--- config.mk ---
export PLATFORM = sky130hd
export DESIGN_NAME = branch_resolve_update
export DESIGN_NICKNAME = d
export VERILOG_FILES = /design/src/rtl/branch_resolve_update.sv
export SDC_FILE = /design/constraint.sdc
export NUM_CORES = 1
export LEC_CHECK = 0
export ABC_CLOCK_PERIOD_IN_PS = 10200
export CORE_MARGIN = 2
export CORE_UTILIZATION = 54
export CTS_CLUSTER_SIZE = 14
export DETAILED_ROUTE_END_ITERATION = 7
export PLACE_DENSITY = 0.87
export SYNTH_ARGS = -nofsm -noshare
export SYNTH_HDL_FRONTEND = slang
export SYNTH_SLANG_ARGS = --single-unit
--- constraint.sdc ---
create_clock -name clk -period 10.2 [get_ports clk]
set_clock_uncertainty 0.05 [all_clocks]
set_input_delay 2.04 -clock clk [delete_from_list [all_inputs] [get_ports clk]]
set_output_delay 2.04 -clock clk [all_outputs]
set_load 0.1 [all_outputs]
--- src/rtl/branch_resolve_update.sv ---
// Execute-stage branch resolution: compares the fetch-time predicted next PC against the
// resolved one, drives the predictor update port and a one-cycle fetch redirect, and squashes
// wrong-path instructions until the redirect target arrives. Optional statistics counters are
// built only when BRANCH_STATS_EN is defined.
module branch_resolve_update #(
   parameter bit UPDATE_ALL = 1'b0,
   parameter int CNT_WIDTH  = 32
) (
   input  logic        clk,
   input  logic        reset,
   input  logic        ex_valid,
   input  logic [31:0] ex_pc,
   input  logic [31:0] ex_pred_next,
   input  logic        ex_is_br,
   input  logic        ex_taken,
   input  logic [31:0] ex_target,
   input  logic        ext_flush,
   output logic        upd_valid,
   output logic [31:0] upd_pc,
   output logic        upd_is_br,
   output logic        upd_taken,
   output logic [31:0] upd_target,
   output logic        redirect_valid,
   output logic [31:0] redirect_pc
`ifdef BRANCH_STATS_EN
   ,
   output logic [CNT_WIDTH-1:0] stat_branches,
   output logic [CNT_WIDTH-1:0] stat_mispred,
   output logic [CNT_WIDTH-1:0] stat_squashed
`endif
);

   // state | meaning
   // RUN   | every valid input is resolved; may update the predictor and redirect fetch
   // DRAIN | wrong-path inputs are squashed until ex_pc == drain_pc, which is then resolved

   localparam logic [0:0] ST_RUN   = 1'b0;
   localparam logic [0:0] ST_DRAIN = 1'b1;

   if (CNT_WIDTH < 1) begin : g_bad_cnt_width
      $error("CNT_WIDTH must be at least 1");
   end

   logic [0:0]  state;
   logic [0:0]  state_nxt;
   logic [31:0] drain_pc;
   logic [31:0] drain_pc_nxt;

   logic [31:0] seq_next;
   logic [31:0] actual_next;
   logic        mispredict;
   logic        accept;
   logic        process;
   logic        squash;
   logic        send_upd;

   always_comb begin
      seq_next    = ex_pc + 32'd4;
      actual_next = (ex_is_br && ex_taken) ? ex_target : seq_next;
      mispredict  = (ex_pred_next != actual_next);
      accept      = ex_valid && !ext_flush;
      process     = accept && ((state == ST_RUN) || (ex_pc == drain_pc));
      squash      = accept && !process;
      send_upd    = process && (ex_is_br || mispredict || UPDATE_ALL);
   end

   // A mispredict on the very instruction that ends DRAIN re-arms DRAIN with its own target.
   always_comb begin
      state_nxt    = state;
      drain_pc_nxt = drain_pc;
      if (ext_flush) begin
         state_nxt = ST_RUN;
      end else if (process) begin
         if (mispredict) begin
            state_nxt    = ST_DRAIN;
            drain_pc_nxt = actual_next;
         end else begin
            state_nxt = ST_RUN;
         end
      end
   end

   always_ff @(posedge clk or posedge reset) begin
      if (reset) begin
         state    <= ST_RUN;
         drain_pc <= 32'd0;
      end else begin
         state    <= state_nxt;
         drain_pc <= drain_pc_nxt;
      end
   end

   // Data fields only move when something is actually sent; otherwise they hold.
   always_ff @(posedge clk or posedge reset) begin
      if (reset) begin
         upd_valid  <= 1'b0;
         upd_pc     <= 32'd0;
         upd_is_br  <= 1'b0;
         upd_taken  <= 1'b0;
         upd_target <= 32'd0;
      end else begin
         upd_valid <= send_upd;
         if (send_upd) begin
            upd_pc     <= ex_pc;
            upd_is_br  <= ex_is_br;
            upd_taken  <= ex_is_br && ex_taken;
            upd_target <= ex_target;
         end
      end
   end

   always_ff @(posedge clk or posedge reset) begin
      if (reset) begin
         redirect_valid <= 1'b0;
         redirect_pc    <= 32'd0;
      end else begin
         redirect_valid <= process && mispredict;
         if (process && mispredict) begin
            redirect_pc <= actual_next;
         end
      end
   end

`ifdef BRANCH_STATS_EN
   localparam logic [CNT_WIDTH-1:0] STAT_MAX = '1;
   localparam logic [CNT_WIDTH-1:0] STAT_ONE = {{(CNT_WIDTH-1){1'b0}}, 1'b1};

   always_ff @(posedge clk or posedge reset) begin
      if (reset) begin
         stat_branches <= '0;
         stat_mispred  <= '0;
         stat_squashed <= '0;
      end else begin
         if (process && ex_is_br && (stat_branches != STAT_MAX)) begin
            stat_branches <= stat_branches + STAT_ONE;
         end
         if (process && mispredict && (stat_mispred != STAT_MAX)) begin
            stat_mispred <= stat_mispred + STAT_ONE;
         end
         if (squash && (stat_squashed != STAT_MAX)) begin
            stat_squashed <= stat_squashed + STAT_ONE;
         end
      end
   end
`else
   logic unused_squash;
   assign unused_squash = squash;
`endif

endmodule
run_1/layer_met2.png
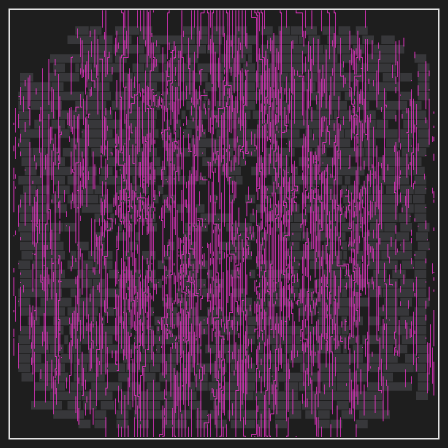
The layer holds 47% of the routed length. The longest straight run is 61.5 µm.

run_1/logic_types.png
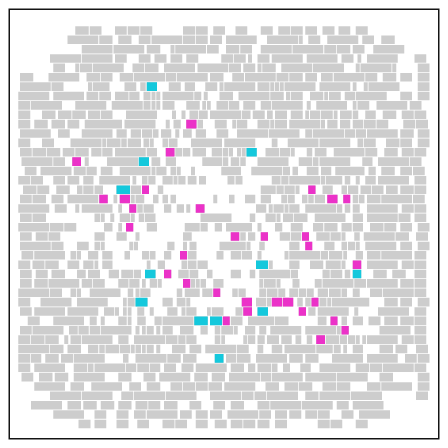
AND and OR gates: marked magenta, cells 31. AND-OR and OR-AND gates: marked cyan, cells 12.
Comb/total area: 38.75%
Final Non-Filler Cells: 1,104
most common cell after layout, fill and taps aside: clkdlybuf4s50_1

run_1/layer_met1.png
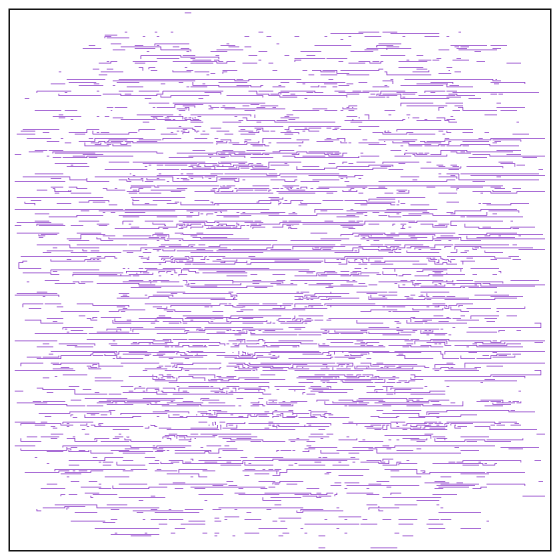
897 nets have wire on it. The layer holds 40% of the routed length. The longest straight run is 35.9 µm. The layer carries 9,880 µm of wire. The wires run mostly horizontal.

run_1/cell_density.png
12 x 12 tiles, from white (low) to dark blue (high), 0 to 100% covered.
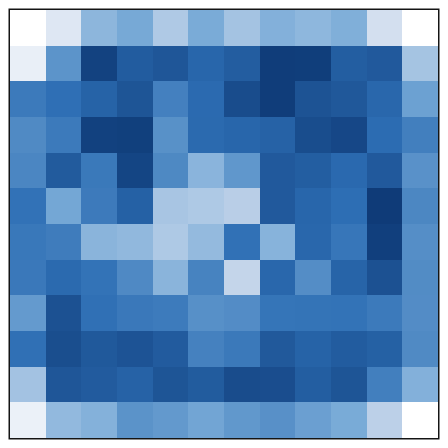
The emptiest ninth of the die: middle. The mean over all tiles is 66%. 41% of the tiles are over 75% full. 2.1% of the tiles are nearly empty. The fullest tile reaches 95%.
total core area: 13,990 µm²
Pre-Place Util: 55.82%

==> flow_summary_export.csv, run 1 <==
group,metric,value,unit
run_status,outcome,"completed",
final_timing,tightestPinTransition,1.050,ns
worst_hold_path,hold_class,"flop to flop",
final_timing,setup_violations,0,
grt,grt_max_degree,71,
cts,clk_path_buf_depth,2,
cts,postCtsResizedCells,0,
pwr,p_total,2.377,mW
final_timing,worst_slack,2.978,ns
pwr,ir_drop,0.1381,mV
pwr,power.share.switching,45.74,%
cts,cts.sinks,133,
final_timing,period_used_share,70.81,%
synth,ys_seq_share,42.62,%
synth,yosysCellCount,737,
critical_path,path_class,"primary input to flop",
placement,placed_cells,1072,
pwr,p_seq_share,29.3,%
grt,antenna_found_initial,1,
synth,netlist-cell-type-count,69,
final_timing,period_needed,7.222,ns
grt,grt_pass1_vias,6818,
final_timing,fin_tns_setup,0,ns
pwr,power_switching,1.087,mW
floorplan,num_rows,43,
final_layout,stdcell_area,10390,µm²
synth,edf_count,0,
synth,ys.flops,133,
floorplan,die_x,124.3,µm
run,warnings,26,
pwr,p_per_area,228.8,nW/µm²
cts,cts_buffers,17,
synth,yosysTopAreaCell,"dfrtp_1",
route,first_pass_iters,5,
route,final_antenna_net_count,0,
final_layout,final.fill_count,1037,
synth,postSynthAreaPerCell,10.60,µm²
placement,io_buffer_count,201,
cts,cts-hold-fix-buffers,0,
synth,ys_top_cells_by_area,"dfrtp_1 43%, mux2_1 7.5%, mux2_2 7.5%",
final_layout,syn2layout_area_growth,33.06,%
cts,clock_latency,0.42,ns
pwr,power.leakage,4.383,nW
synth,syn_inst,737,
pwr,pwr-share-comb,44.7,%
final_timing,slew_headroom,29.80,%
final_timing,rsz0062_at_grt,"no",
final_layout,final_nets,1014,
final_timing,hold_viol,0,
## run 1: worst min path at each step
stage / start / end / cells past startpoint
floorplan: drain_pc[10] / drain_pc[10] / 1
global placement: upd_pc[5] / upd_pc[5] / 1
detailed placement: upd_pc[3] / upd_pc[3] / 1
CTS: upd_pc[3] / upd_pc[3] / 1
global route: upd_pc[4] / upd_pc[4] / 1
finish: upd_pc[3] / upd_pc[3] / 1
## run 1: flip-flops by register name, summed over array words and instances (netlist names)
name and count:
upd_is_br 1, drain_pc 32, state 1, redirect_valid 1, upd_pc 32, upd_target 32
upd_taken 1, upd_valid 1, redirect_pc 32
## run 1: critical path, delay by kind of cell
kind	cells	cell delay, ns
simple gates	4	1.60
buf+inv	3	1.59
compound gates	2	1.06
fa+ha+maj	1	0.52
mux	1	0.41
xor+xnor	1	0.21
## run 1: cell usage after synthesis, types with 3 or more instances
cell type and count:
o22ai_1 5, inv_1 43, buf_6 8, clkbuf_1 21, xnor2_1 20, nor3_1 12
nor2b_1 8, nor4_1 13, buf_4 5, and2_1 3, nand4_1 21, buf_2 12
a31oi_1 11, or4_1 7, o221ai_1 3, and4_1 4, or3_1 5, mux2i_1 36
dfrtp_1 133, nand2b_1 6, and3_1 8, a21oi_1 14, nor3b_1 4, xor2_1 61
a311oi_1 3, mux2_2 52, nor2_1 33, nand2_1 39, nand3_1 19, nand3b_1 3
o21ai_0 20, mux2_1 52
## run 1: metal layers
| layer | vias to the layer above | global-route usage [%] | share of wire (%) |
|---|---|---|---|
| met4 | 2 | 13.55 | 3.8 |
| met2 | 397 | 51.11 | 47 |
| li1 | 2983 | - | - |
| met5 | - | 0 | 0.032 |
| met1 | 3370 | 43.14 | 40 |
| met3 | 78 | 7.904 | 9.1 |
## run 1: power by group through the flow
stage,Clock (mW),Combinational (mW),Sequential [mW]
6_report,0.618,1.06,0.696
3_5_place_dp,0,1.06,0.704
5_1_grt,0.646,1.10,0.710
4_1_cts,0.623,1.06,0.696
3_3_place_gp,0,1.05,0.697
2_1_floorplan,0,0.203,1.27
## run 1: logic make-up (layout without fill, tap and decap cells)
| group | after synthesis | in the layout | synth area share [%] |
|---|---|---|---|
| adders and majority gates | 1 | 1 | 0.1602 |
| AOI/OAI and AO/OA | 92 | 92 | 8.140 |
| and+or+nand+nor | 195 | 195 | 14.05 |
| xor gates and xnor gates | 82 | 82 | 9.389 |
| muxes | 140 | 140 | 19.61 |
| buffers and inverters | 94 | 281 | 6.025 |
| DFF | 133 | 133 | 42.62 |
## run 1: final cells by class
type                            count  area, µm²  share of cell area (%)
Multi-Input combinational cell    510       4026                   38.75
Timing Repair Buffer              206       2049                   19.73
Inverter                           43      166.4                   1.602
Sequential cell                   133       3328                   32.03
Clock inverter                     11      123.9                   1.192
Clock buffer                       21      470.5                   4.528
Tap cell                          180      225.2                   2.168
run_1/placement.png
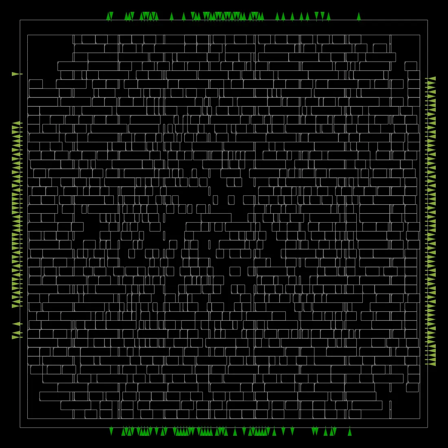

==> run 1 -> run 2 <==
--- a/config.mk
+++ b/config.mk
@@ -5,12 +5,12 @@
 export SDC_FILE = /design/constraint.sdc
 export NUM_CORES = 1
 export LEC_CHECK = 0
-export ABC_CLOCK_PERIOD_IN_PS = 10200
+export ABC_CLOCK_PERIOD_IN_PS = 5900
 export CORE_MARGIN = 2
-export CORE_UTILIZATION = 54
+export CORE_UTILIZATION = 45
 export CTS_CLUSTER_SIZE = 14
 export DETAILED_ROUTE_END_ITERATION = 7
-export PLACE_DENSITY = 0.87
+export PLACE_DENSITY = 0.78
 export SYNTH_ARGS = -nofsm -noshare
 export SYNTH_HDL_FRONTEND = slang
 export SYNTH_SLANG_ARGS = --single-unit
==> constraint.sdc (replaced) <==
create_clock -name clk -period 5.9 [get_ports clk]
set_clock_uncertainty 0.05 [all_clocks]
set_input_delay 1.18 -clock clk [delete_from_list [all_inputs] [get_ports clk]]
set_output_delay 1.18 -clock clk [all_outputs]
set_load 0.1 [all_outputs]
run_2/placement.png
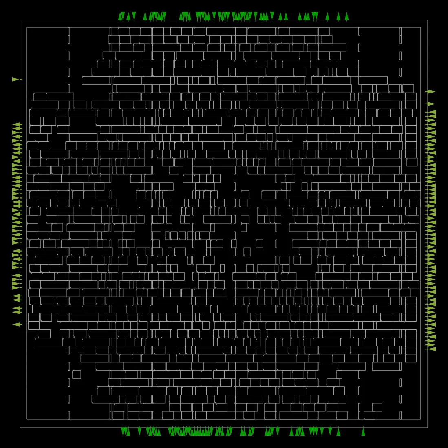
sequential cells: 133
Final Non-Filler Cells: 1,167
number of fill cells: 1,454
row count: 48
total core area: 17,120 µm²

run_2/cell_density.png
14 x 14 tiles, from white (low) to dark blue (high), 0 to 100% covered.
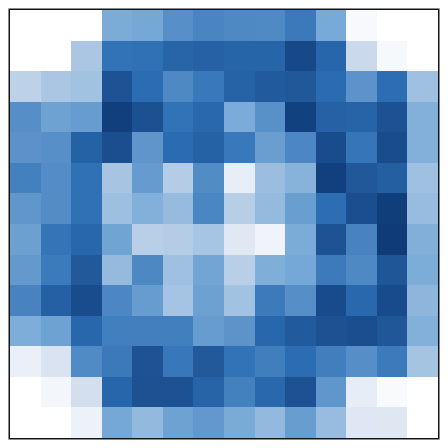
The mean over all tiles is 56%. 6.6% of the tiles are nearly empty. The fullest tile reaches 95%.
Pre-Place Util: 45.62%
fin util: 61.95%

==> flow_summary_export.csv, run 2 <==
group,metric,value,unit
run_status,outcome,"completed",
final_timing,setup_violations,0,
final_timing,slew_headroom,32.11,%
pwr,ir_drop,0.2439,mV
pwr,p_total,4.059,mW
worst_hold_path,hold_depth,1,
pwr,pwr-share-comb,45.4,%
worst_hold_path,hold_class,"flop to flop",
final_timing,period_used_share,87.12,%
synth,yosysTopAreaCell,"dfrtp_1",
final_timing,worst_slack,0.7600,ns
grt,grt_pass1_vias,6532,
synth,syn_inst,737,
cts,postCtsResizedCells,0,
cts,clock_latency,0.43,ns
pwr,p_per_area,382.8,nW/µm²
floorplan,die_x,135.7,µm
synth,postSynthAreaPerCell,10.60,µm²
synth,ys_seq_share,42.62,%
final_timing,tightestPinTransition,1.015,ns
cts,cts_buffers,17,
synth,netlist-cell-type-count,69,
synth,ys.flops,133,
synth,yosysCellCount,737,
critical_path,crit_cells,12,
pwr,power.leakage,4.464,nW
critical_path,cpLargestDelayFamily,"buffers and inverters",
pwr,p_seq_share,29.6,%
synth,edf_count,0,
final_timing,period_needed,5.140,ns
final_layout,flop_area,3328,µm²
cts,clk_path_buf_depth,2,
cts,cts-hold-fix-buffers,0,
final_layout,syn2layout_area_growth,35.80,%
final_timing,fin_tns_setup,0,ns
route,first_pass_iters,7,
critical_path,path_class,"primary input to flop",
synth,synthTopCellsByCount,"133 x dfrtp_1, 61 x xor2_1, 52 x mux2_1, 52 x mux2_2, 43 x inv_1",
final_layout,final_nets,1031,
floorplan,die_y,135.7,µm
cts,cts.sinks,133,
synth,most_common_cell,"dfrtp_1",
run,warnings,29,
placement,io_buffer_count,201,
synth,ys_top_cells_by_area,"dfrtp_1 43%, mux2_1 7.5%, mux2_2 7.5%",
pwr,power_switching,1.894,mW
grt,grt_max_degree,102,
route,final_antenna_net_count,0,
grt,antenna_found_initial,1,
pwr,power.share.switching,46.67,%
run_2/layer_met1.png
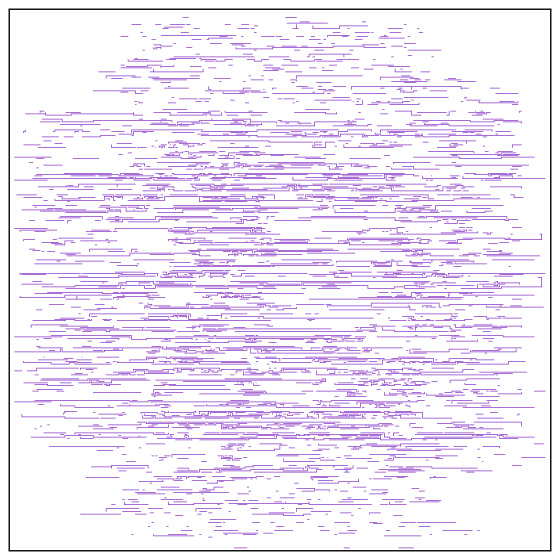
The layer holds 42% of the routed length. 911 nets have wire on it. The layer carries 10,600 µm of wire. The wires run mostly horizontal.
met1 Use GR: 36.60%
vias: 6,668
drt total wl: 25,290 µm

run 2: metrics by stage:
| step | std cells | hold WS [ns] | area, µm² |
|---|---|---|---|
| finish | 1167 | 0.4414 | 10600 |
| global route | 1166 | 0.4560 | 10600 |
| CTS | 1166 | 0.4444 | 10600 |
| detailed placement | 1134 | 0.4308 | 10040 |
| global placement | 1134 | 0.4229 | 10040 |
| floorplan | 737 | 0.4342 | 7809 |
run 2: area by class of cell:
| cell class | count | share of cell area [%] |
|---|---|---|
| clock buffers | 17 | 4.012 |
| multi-input cells | 510 | 37.97 |
| repair buffers | 223 | 21.12 |
| well taps | 225 | 2.655 |
| clock inverters | 15 | 1.263 |
| flip-flops and latches | 133 | 31.39 |
| inverters | 43 | 1.569 |
| diodes | 1 | 0.02360 |
run 2: power by group through the flow:
stage / combinational [mW] / clock [mW] / sequential (mW)
floorplan: 0.351 / 0 / 2.19
global placement: 1.83 / 0 / 1.21
detailed placement: 1.84 / 0 / 1.22
CTS: 1.85 / 1.02 / 1.20
global route: 1.91 / 1.07 / 1.22
finish: 1.84 / 1.01 / 1.20
run 2: logic make-up (layout without fill, tap and decap cells):
family	after synthesis	in the layout	synth area share, %
DFF	133	133	42.62
xor gates and xnor gates	82	82	9.389
AOI/OAI and AO/OA	92	92	8.140
adders and majority gates	1	1	0.1602
muxes	140	140	19.61
buffers and inverters	94	298	6.025
and+or+nand+nor	195	195	14.05
other	0	1	0
run 2: metal layers:
| layer | vias to the layer above | wire, µm | part of all wire, % | global-route usage [%] |
|---|---|---|---|---|
| met1 | 3299 | 10620 | 42 | 36.60 |
| met5 | - | 0 | 0 | 0 |
| li1 | 3015 | - | - | - |
| met2 | 309 | 12040 | 48 | 45.68 |
| met3 | 45 | 1917 | 7.6 | 5.911 |
| met4 | 0 | 710 | 2.8 | 10.13 |
run 2: path summary, 6_finish.rpt:
check	slack, ns	endpoint	start
max in group asynchronous	3.55	drain_pc[22]	reset
worst min-delay path	0.44	upd_target[15]	upd_target[15]
worst min register to register	0.44	upd_target[15]	upd_target[15]
worst max register to register	2.97	upd_target[16]	drain_pc[20]
worst max-delay path	0.76	redirect_pc[27]	ex_pc[3]
min in group asynchronous	1.29	upd_valid	reset
==> run 2 -> run 3 <==
--- a/config.mk
+++ b/config.mk
@@ -11,6 +11,7 @@
 export CTS_CLUSTER_SIZE = 14
 export DETAILED_ROUTE_END_ITERATION = 7
 export PLACE_DENSITY = 0.78
+export SETUP_SLACK_MARGIN = 0.5
 export SYNTH_ARGS = -nofsm -noshare
 export SYNTH_HDL_FRONTEND = slang
 export SYNTH_SLANG_ARGS = --single-unit
run_3/cell_density.png
14 x 14 tiles, from white (low) to dark blue (high), 0 to 100% covered.
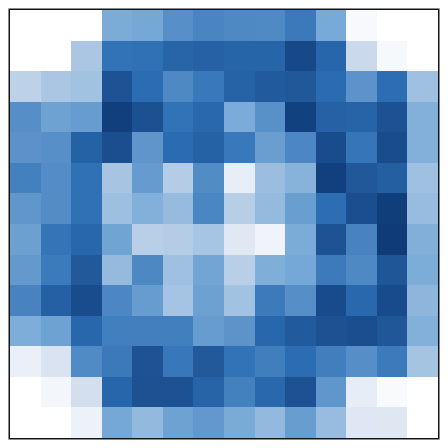
29% of the tiles are over 75% full. The fullest tile reaches 95%. 6.6% of the tiles are nearly empty.

run_3/layer_met2.png
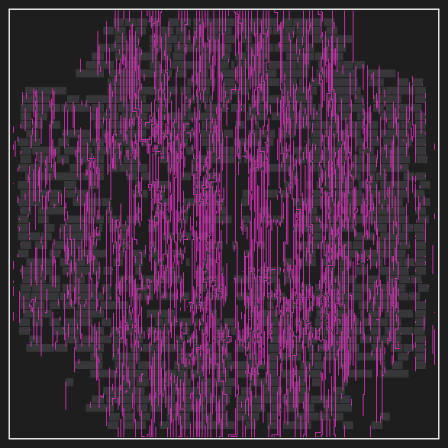
M2 GR Usage: 45.68%

==> flow_summary_export.csv, run 3 <==
group,metric,value,unit
cts,cts.sinks,133,
synth,postSynthAreaPerCell,10.60,µm²
final_timing,slew_headroom,32.11,%
grt,antenna_found_initial,1,
floorplan,die_y,135.7,µm
run_status,outcome,"completed",
synth,netlist-cell-type-count,69,
final_timing,period_needed,5.140,ns
placement,placed_cells,1134,
final_timing,fin_tns_setup,0,ns
final_timing,rsz0062_at_grt,"no",
final_timing,period_used_share,87.12,%
pwr,ir_drop,0.2439,mV
final_timing,worst_slack,0.7600,ns
cts,cts-hold-fix-buffers,0,
pwr,p_per_area,382.8,nW/µm²
synth,yosysCellCount,737,
floorplan,fp_util,45.62,%
cts,cts_buffers,17,
critical_path,path_class,"primary input to flop",
synth,ys.flops,133,
final_timing,setup_violations,0,
critical_path,cpLargestDelayFamily,"buffers and inverters",
synth,ys_seq_share,42.62,%
cts,postCtsResizedCells,0,
worst_hold_path,hold_depth,1,
final_layout,layout_top_cell,"clkdlybuf4s50_1",
route,drt-total-wl,25290,µm
floorplan,core,17120,µm²
final_layout,fin_cells,1167,
final_layout,final_nets,1031,
floorplan,die_x,135.7,µm
cts,clk_path_buf_depth,2,
critical_path,worstReg2RegStart,"drain_pc[20]",
worst_hold_path,hold_class,"flop to flop",
synth,edf_count,0,
critical_path,rrSetupSlack,2.97,ns
synth,yosysTopAreaCell,"dfrtp_1",
route,final_antenna_net_count,0,
final_layout,final.fill_count,1454,
floorplan,num_rows,48,
final_timing,hold_ws,0.4414,ns
synth,synthTopCellsByCount,"133 x dfrtp_1, 61 x xor2_1, 52 x mux2_1, 52 x mux2_2, 43 x inv_1",
run_3/logic_types.png
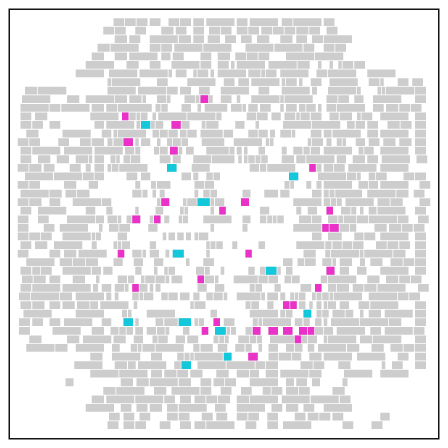
AND-OR and OR-AND gates: marked cyan, cells 12. AND and OR gates: marked magenta, cells 31.

-- run 3: cell counts after synthesis --
No cell type changed its count.
-- run 3: layer usage --
layer	vias to the layer above	track usage (%)	part of all wire [%]
li1	3015	-	-
met1	3299	36.60	42
met2	309	45.68	48
met3	45	5.911	7.6
met4	0	10.13	2.8
met5	-	0	0
-- run 3: final cells by class --
class | count | area [µm²] | area share, %
antenna | 1 | 2.502 | 0.02360
tap | 225 | 281.5 | 2.655
timing repair buffer | 223 | 2240 | 21.12
multi-input combinational | 510 | 4026 | 37.97
sequential | 133 | 3328 | 31.39
clock buffer | 17 | 425.4 | 4.012
inverter | 43 | 166.4 | 1.569
clock inverter | 15 | 133.9 | 1.263
-- run 3: how the worst max path moves through the flow --
stage / end / slack [ns] / cells after the start
4_1_cts: redirect_pc[28] / 0.79 / 11
2_1_floorplan: drain_pc[0] / 1.12 / 1
3_3_place_gp: redirect_pc[19] / 0.41 / 11
3_5_place_dp: redirect_pc[27] / 0.38 / 12
6_report: redirect_pc[27] / 0.76 / 12
5_1_grt: redirect_pc[28] / 0.65 / 12
-- run 3: power breakdown --
part | internal (mW) | switching [mW] | leakage, nW
combinational | 0.489 | 1.35 | 2.64
clock | 0.580 | 0.435 | 0.258
sequential | 1.10 | 0.105 | 1.57
-- run 3: metrics by stage --
stage / power [mW] / utilization (%) / instance area, µm²
6_report: 4.059 / 61.95 / 10600
5_1_grt: 4.204 / 61.94 / 10600
3_5_place_dp: 3.058 / 58.67 / 10040
4_1_cts: 4.075 / 61.94 / 10600
3_3_place_gp: 3.036 / 58.67 / 10040
2_1_floorplan: 2.543 / - / 7809
-- run 3: cell families (layout without fill, tap and decap cells) --
logic type	after synthesis	count (layout)	synth area share, %
buf+inv	94	298	6.025
flops	133	133	42.62
compound gates	92	92	8.140
simple gates	195	195	14.05
mux	140	140	19.61
xor+xnor	82	82	9.389
other cells	0	1	0
fa+ha+maj	1	1	0.1602
-- run 3: worst register-to-register path, delay by kind of cell (launching register included) --
family,cells,cell delay (ns)
xor+xnor,1,0.15
simple gates,4,1.29
flops,1,0.38
buf+inv,1,0.21
compound gates,2,0.36
mux,1,0.37
Power figures rest on the tool's default switching activity, not on a simulated workload.
